`src/rtl/ifb_pkg.sv`:
```
// Shared types and sizing for the instruction fetch buffer.
// The optional fault tracking is enabled with the IFB_FAULT_EN macro.
package ifb_pkg;

  localparam int IFB_ADDR_W = 32;
  localparam int IFB_INSN_W = 32;
  localparam int IFB_DEPTH  = 4;
  localparam int IFB_PTR_W  = $clog2(IFB_DEPTH);

`ifdef IFB_FAULT_EN
  // Each queued entry carries one extra bit flagging a misaligned fetch PC.
  localparam int IFB_FAULT_W = 1;
`else
  localparam int IFB_FAULT_W = 0;
`endif

  // Logical layout of one queued fetch result at the default widths.
  typedef struct packed {
    logic [IFB_ADDR_W-1:0] pc;
    logic [IFB_INSN_W-1:0] insn;
    logic                  fault;
  } ifb_entry_t;

  // A PC whose low two bits are non-zero cannot address a whole instruction word.
  function automatic logic is_misaligned(input logic [1:0] pc_lo);
    return |pc_lo;
  endfunction

endpackage

```
`src/rtl/ifb_fifo.sv`:
```
// Show-ahead register FIFO holding fetched {pc, insn[, fault]} entries.
// The head is visible combinationally; when empty the last head value is held.
module ifb_fifo
  import ifb_pkg::*;
#(
  parameter int W     = IFB_ADDR_W + IFB_INSN_W + IFB_FAULT_W,
  parameter int DEPTH = IFB_DEPTH
) (
  input  logic                     clock,
  input  logic                     reset_n,
  input  logic                     push,
  input  logic [W-1:0]             push_data,
  input  logic                     pop,
  input  logic                     clear,
  output logic [W-1:0]             head_data,
  output logic                     head_valid,
  output logic [$clog2(DEPTH):0]   count
);

  localparam int PTR_W = $clog2(DEPTH);
  localparam int CNT_W = PTR_W + 1;

  logic [W-1:0]     mem [DEPTH];
  logic [PTR_W-1:0] wr_ptr;
  logic [PTR_W-1:0] rd_ptr;
  logic [W-1:0]     hold;

  // Pointer and occupancy bookkeeping; clear returns everything to the empty state.
  // NOTE: sequential state uses non-blocking assignments so every flop samples pre-edge values.
  always_ff @(posedge clock or negedge reset_n) begin
    if (!reset_n) begin
      wr_ptr <= '0;
      rd_ptr <= '0;
      count  <= '0;
    end else if (clear) begin
      wr_ptr <= '0;
      rd_ptr <= '0;
      count  <= '0;
    end else begin
      if (push) wr_ptr <= wr_ptr + PTR_W'(1);
      if (pop)  rd_ptr <= rd_ptr + PTR_W'(1);
      count <= count + CNT_W'(push) - CNT_W'(pop);
    end
  end

  // Entry storage; contents are only meaningful while counted as occupied.
  // NOTE: the storage array has no reset -- occupancy is tracked by count, so stale data is never exposed.
  always_ff @(posedge clock) begin
    if (push && !clear) mem[wr_ptr] <= push_data;
  end

  // Remember the most recent head so the outputs stay stable once the queue drains.
  always_ff @(posedge clock or negedge reset_n) begin
    if (!reset_n) begin
      hold <= '0;
    end else if (count != '0) begin
      hold <= mem[rd_ptr];
    end
  end

  assign head_valid = (count != '0);
  assign head_data  = head_valid ? mem[rd_ptr] : hold;

endmodule

```
`src/rtl/instr_fetch_buffer.sv`:
```
// Instruction fetch buffer: accepts PCs, reads a 1-cycle synchronous instruction
// memory and queues {pc, insn} pairs for decode. Credit-based backpressure means the
// queue can never overflow. Flush discards queued and in-flight fetches.
// Optional macro IFB_FAULT_EN adds a per-entry insn_fault flag for misaligned PCs.
module instr_fetch_buffer
  import ifb_pkg::*;
#(
  parameter int ADDR_W = IFB_ADDR_W,
  parameter int INSN_W = IFB_INSN_W,
  parameter int DEPTH  = IFB_DEPTH
) (
  input  logic              clock,
  input  logic              reset_n,
  input  logic [ADDR_W-1:0] pc_in,
  input  logic              pc_valid,
  output logic              pc_ready,
  input  logic              flush,
  output logic              imem_en,
  output logic [ADDR_W-3:0] imem_addr,
  input  logic [INSN_W-1:0] imem_rdata,
  output logic [INSN_W-1:0] insn_out,
  output logic [ADDR_W-1:0] insn_pc_out,
  output logic              insn_valid,
  input  logic              insn_ready
`ifdef IFB_FAULT_EN
  ,
  output logic              insn_fault
`endif
);

  localparam int CNT_W   = $clog2(DEPTH) + 1;
  localparam int ENTRY_W = ADDR_W + INSN_W + IFB_FAULT_W;

  logic [CNT_W-1:0]   count;
  logic [CNT_W-1:0]   used;
  logic               accept;
  logic               inflight;
  logic [ADDR_W-1:0]  inflight_pc;
  logic               push;
  logic               pop;
  logic [ENTRY_W-1:0] push_data;
  logic [ENTRY_W-1:0] head_data;
  logic               head_valid;

`ifdef IFB_FAULT_EN
  logic               inflight_fault;
`endif

  // A slot is reserved for the in-flight fetch, so credit counts it alongside queued entries.
  // pc_ready is also gated by reset_n so nothing is offered while reset is held.
  assign used     = count + CNT_W'(inflight);
  assign pc_ready = reset_n & ~flush & (used < CNT_W'(DEPTH));
  assign accept   = pc_valid & pc_ready;

  assign imem_en   = accept;
  assign imem_addr = pc_in[ADDR_W-1:2];

  // Track the single outstanding memory read; a flush cancels it.
  always_ff @(posedge clock or negedge reset_n) begin
    if (!reset_n) begin
      inflight    <= 1'b0;
      inflight_pc <= '0;
    end else if (flush) begin
      inflight    <= 1'b0;
    end else begin
      inflight <= accept;
      if (accept) inflight_pc <= pc_in;
    end
  end

`ifdef IFB_FAULT_EN
  // Misalignment is captured with the PC and carried into the queue entry.
  always_ff @(posedge clock or negedge reset_n) begin
    if (!reset_n) begin
      inflight_fault <= 1'b0;
    end else if (accept) begin
      inflight_fault <= is_misaligned(pc_in[1:0]);
    end
  end

  assign push_data = {inflight_pc, (inflight_fault ? '0 : imem_rdata), inflight_fault};
  assign insn_fault = head_data[0];
`else
  assign push_data = {inflight_pc, imem_rdata};
`endif

  // Returning data is dropped in a flush cycle; decode cannot pop during a flush either.
  assign push = inflight & ~flush;
  assign pop  = head_valid & insn_ready & ~flush;

  ifb_fifo #(
    .W     (ENTRY_W),
    .DEPTH (DEPTH)
  ) u_fifo (
    .clock      (clock),
    .reset_n    (reset_n),
    .push       (push),
    .push_data  (push_data),
    .pop        (pop),
    .clear      (flush),
    .head_data  (head_data),
    .head_valid (head_valid),
    .count      (count)
  );

  assign insn_valid  = head_valid;
  assign insn_pc_out = head_data[ENTRY_W-1 -: ADDR_W];
  assign insn_out    = head_data[ENTRY_W-ADDR_W-1 -: INSN_W];

endmodule

```
`config.mk`:
```
export PLATFORM = sky130hd
export DESIGN_NAME = instr_fetch_buffer
export DESIGN_NICKNAME = d
export VERILOG_FILES = /design/src/rtl/ifb_pkg.sv /design/src/rtl/ifb_fifo.sv /design/src/rtl/instr_fetch_buffer.sv
export SDC_FILE = /design/constraint.sdc
export NUM_CORES = 1
export LEC_CHECK = 0
export CORE_MARGIN = 2
export CORE_UTILIZATION = 25
export CTS_CLUSTER_SIZE = 24
export DETAILED_ROUTE_END_ITERATION = 6
export GPL_TIMING_DRIVEN = 0
export PLACE_DENSITY = 0.46
export SKIP_CTS_REPAIR_TIMING = 1
export SYNTH_ARGS = -nofsm -noshare
export SYNTH_HDL_FRONTEND = slang
export SYNTH_SLANG_ARGS = --single-unit
```
`constraint.sdc`:
```
create_clock -name clock -period 3.3 [get_ports clock]
set_input_delay 0.33 -clock clock [delete_from_list [all_inputs] [get_ports clock]]
set_output_delay 0.33 -clock clock [all_outputs]
set_load 0.05 [all_outputs]
```
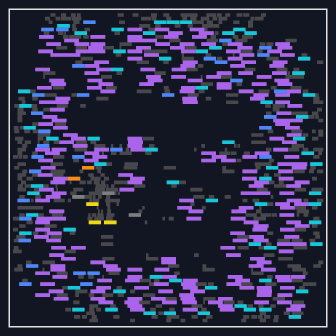
Fig. 1. Where the registers sit (run 1).
Other sequential cells in the stronger grey, the rest of the logic in the fainter grey.
signal	colour	placed flops
inflight_pc	blue	32
u_fifo.mem	purple	256
u_fifo.hold	cyan	64
u_fifo.count	yellow	3
u_fifo.wr_ptr	orange	2
not coloured	3
Seq. cell area: 0.0103 mm2
Final Util: 33.4%

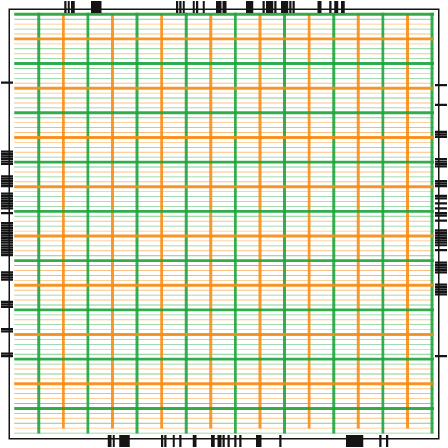
Fig. 2. Power grid (run 1).
Pins as bars on the die edge.
net	colour
VDD	orange
VSS	green
met1 rails	86
rows	85
signal pins	166
die width: 236 um
Die H: 236 um

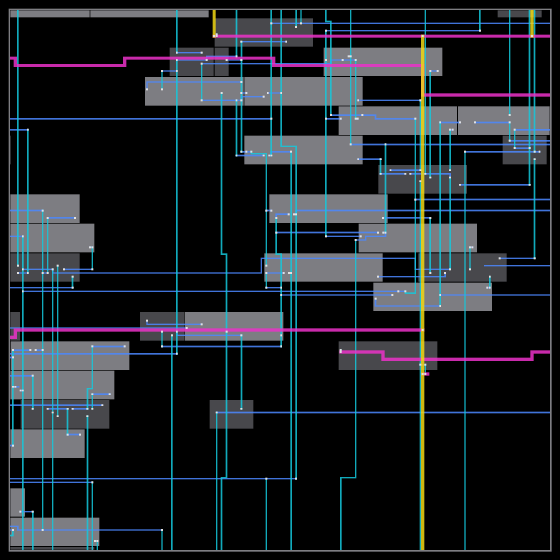
Fig. 3. Close-up of the layout (run 1).
Window x 34 to 84, y 152 to 202 um. Cells in grey, sequential cells in the stronger grey; small squares are vias.
layer	colour
M3	magenta
M2	cyan
M4	yellow
M1	blue
cells with their middle in the window	28
most frequent	edfxtp_1 (14), mux4_2 (4)
sequential cells in the window	17
netlist names of flops here include	u_fifo.mem (14), inflight_pc (2)

==> impl_metrics.env, run 1 <==
# yosys + openroad results
export IMPL_fp_nets=693
export IMPL_tightest_slew_ns=0.779
export IMPL_drt_total_wl_mm=30.8
export IMPL_instances_no_fill=1567
export IMPL_num_vias=6325
export IMPL_synth_top_area_share_pct=57.0
export IMPL_comb_share_pct=15.8
export IMPL_mux_share_pct=18.8
export IMPL_cts_root_buf="clkbuf_16"
export IMPL_num_io_pins=166
export IMPL_dr_wl_met3_mm=1.64
export IMPL_fmax_ghz=0.321
export IMPL_p_int_mw=11.2
export IMPL_combGateArea_mm2=0.00282
export IMPL_cts_tree="yes"
export IMPL_pwr_share_seq_pct=34.3
export IMPL_crit_path_end_kind="output port"
export IMPL_nNonClkInverters=6
export IMPL_warnings=29
export IMPL_fin_nets=913
export IMPL_switching_share_pct=36.0
export IMPL_met1_length_mm=13.7
export IMPL_maxSlewHeadroom_pct=48.1
export IMPL_core_area_mm2=0.0536
export IMPL_yosys_area_share_aoi_pct=0.427
export IMPL_seq_area_share_pct=57.5
export IMPL_cts_buffers=43
export IMPL_viasPerCell=4.04
export IMPL_antenna_found_initial=0
export IMPL_status="completed"
export IMPL_logic_gates=196
export IMPL_die_area_mm2=0.0558
export IMPL_grt_pass1_wl_mm=45.7
export IMPL_power_density_mw_per_mm2=975
export IMPL_fill_cells=5183
export IMPL_numSynthFlops=360
export IMPL_clock_tree_area_fraction_pct=8.16
export IMPL_simple_gate_area_share_pct=0.696
-- run 1: Yosys cell counts, drive strengths merged --
| library cell | instances |
|---|---|
| a31o | 1 |
| dfrtp | 104 |
| o31ai | 1 |
| nor3 | 1 |
| mux2i | 1 |
| nor2 | 7 |
| nor2b | 2 |
| o311ai | 1 |
| mux2 | 96 |
| a211oi | 2 |
| edfxtp | 256 |
| xnor2 | 1 |
| fa | 1 |
| a21oi | 1 |
| and2 | 5 |
| ha | 6 |
| buf | 50 |
| nand4 | 1 |
| inv | 6 |
| xor2 | 3 |
| clkbuf | 5 |
| mux4 | 64 |
| or3 | 1 |
| nand2b | 1 |
-- run 1: worst paths after layout --
kind,end,slack [ns],depth (start not counted)
max,insn_out[3],0.18,4
min,u_fifo.wr_ptr[0],0.19,2
max reg2reg,u_fifo.count[2],0.96,10
min reg2reg,u_fifo.hold[48],0.49,1
max in group asynchronous,u_fifo.hold[53],1.88,5
min in group asynchronous,u_fifo.hold[21],0.46,4
-- run 1: cell usage in the layout (no fill, tap or decap), types with 8 or more instances in the layout --
master             n
edfxtp_1         256
mux2_2            95
mux4_2            64
dfrtp_1          104
clkbuf_1          13
clkdlybuf4s50_1  101
clkinv_2           8
dlymetal6s2s_1    62
clkbuf_16         45
buf_4             34
buf_16             8
-- run 1: worst register-to-register path: stages, from the launching register on --
cell and delay (ns):
dfrtp_1 0.47, o31ai_1 0.37, nor2_1 0.08, ha_1 0.28, inv_1 0.06, ha_1 0.14
inv_1 0.05, fa_1 0.37, xor2_1 0.16, and2_1 0.16, nor3_1 0.12
-- run 1: power groups by stage --
stage	Clock [mW]	Combinational [mW]	Sequential, mW
CTS	5.04	6.84	6.01
floorplan	0	4.66	5.98
detailed placement	0	6.82	6.09
global route	5.22	7.01	6.08
finish	4.85	6.62	5.99
global placement	0	6.80	6.07
Fig. 4: run 1, clock nets
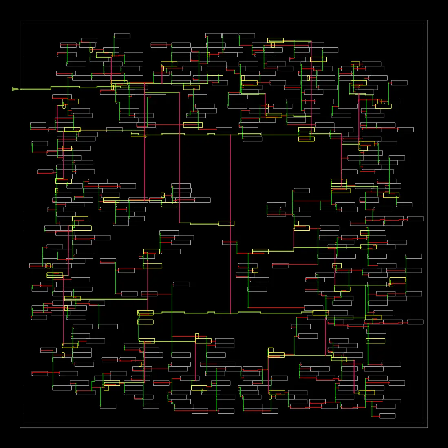

## Run 2: what changed since run 1
--- a/config.mk
+++ b/config.mk
@@ -7,6 +7,7 @@
 export LEC_CHECK = 0
 export CORE_MARGIN = 2
 export CORE_UTILIZATION = 25
+export CTS_BUF_LIST = sky130_fd_sc_hd__clkbuf_16
 export CTS_CLUSTER_SIZE = 24
 export DETAILED_ROUTE_END_ITERATION = 6
 export GPL_TIMING_DRIVEN = 0
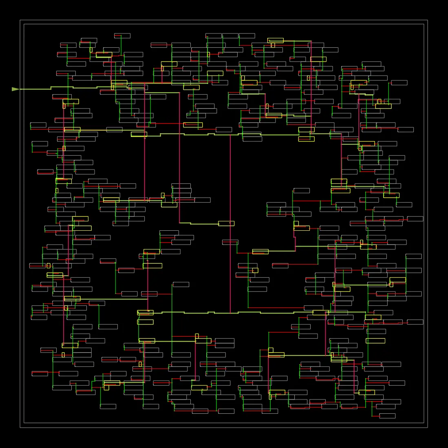
Fig. 5. Clock nets (run 2).
Clock group: 4.70 mW
Worst-Skew Late Latency: 0.55 ns

==> impl_metrics.env, run 2 <==
# yosys + openroad results
export IMPL_hold_depth=2
export IMPL_power_density_mw_per_mm2=970
export IMPL_fp_nets=693
export IMPL_simple_gate_area_share_pct=0.696
export IMPL_finish_utilization_pct=33.3
export IMPL_tightest_slew_ns=0.779
export IMPL_mux_share_pct=18.8
export IMPL_synth_top_area_share_pct=57.0
export IMPL_mostFrequentLayoutCells="edfxtp_1, dfrtp_1, clkdlybuf4s50_1"
export IMPL_warnings=29
export IMPL_mostFrequentLayoutCell="edfxtp_1"
export IMPL_reg2reg_slack_ns=0.96
export IMPL_edf_count=256
export IMPL_numSynthFlops=360
export IMPL_synthArstFlopShare_pct=28.9
export IMPL_combGateArea_mm2=0.00282
export IMPL_viasPerCell=4.04
export IMPL_fill_cells=5186
export IMPL_crit_path_end_kind="output port"
export IMPL_ff2ff_path_depth=10
export IMPL_status="completed"
export IMPL_drt_total_wl_mm=30.8
export IMPL_num_io_pins=166
export IMPL_hold_end="u_fifo.wr_ptr[0]"
[run 2: netlist changes by cell type in the layout (fill, tap and decap cells not counted)]
cell      delta
clkbuf_1    -11
clkbuf_8     -5
clkinv_1     +5
inv_1       +11
[run 2: final cells by class]
class / count / area share (%)
tap: 696 / 4.88
sequential: 360 / 57.6
clock buffer: 45 / 6.31
timing repair buffer: 175 / 11.5
buffer: 55 / 2.15
multi-input combinational: 196 / 15.8
clock inverter: 34 / 1.60
inverter: 6 / 0.126
[run 2: stage by stage]
| step | area [um2] | power [mW] | setup slack [ns] |
|---|---|---|---|
| 2_1_floorplan | 13500 | 10.6 | 0.601 |
| 3_3_place_gp | 16000 | 12.9 | -5.13 |
| 3_5_place_dp | 16200 | 12.9 | -0.240 |
| 4_1_cts | 17600 | 17.7 | -0.497 |
| 5_1_grt | 17900 | 18.2 | 0.0188 |
| 6_report | 17900 | 17.3 | 0.177 |
[run 2: power breakdown]
| group | total, mW | switching [mW] | internal [mW] |
|---|---|---|---|
| Clock | 4.70 | 1.85 | 2.85 |
| Sequential | 5.99 | 0.311 | 5.68 |
| Combinational | 6.62 | 4.12 | 2.50 |
[run 2: worst max-delay path: stages, from the launching register on]
cell	delay (ns)
dfrtp_1	0.47
or3_1	0.43
buf_2	0.24
mux2_2	0.28
clkdlybuf4s50_1	0.82
[run 2: per-layer routing]
metal	track usage, %	part of all wire (%)	wire (um)
met1	14.3	44	13700
met2	18.2	48	14800
met3	3.34	5.5	1690
met4	3.28	2.3	704
met5	0	0	0
[run 2: logic make-up after synthesis]
group,Yosys count
XOR/XNOR,4
AND-OR/OR-AND,6
adder cells (fa/ha/maj),7
AND/OR/NAND/NOR,18
multiplexers,161
buffers and inverters,61
flip-flops,360
Power figures rest on the tool's default switching activity, not on a simulated workload.
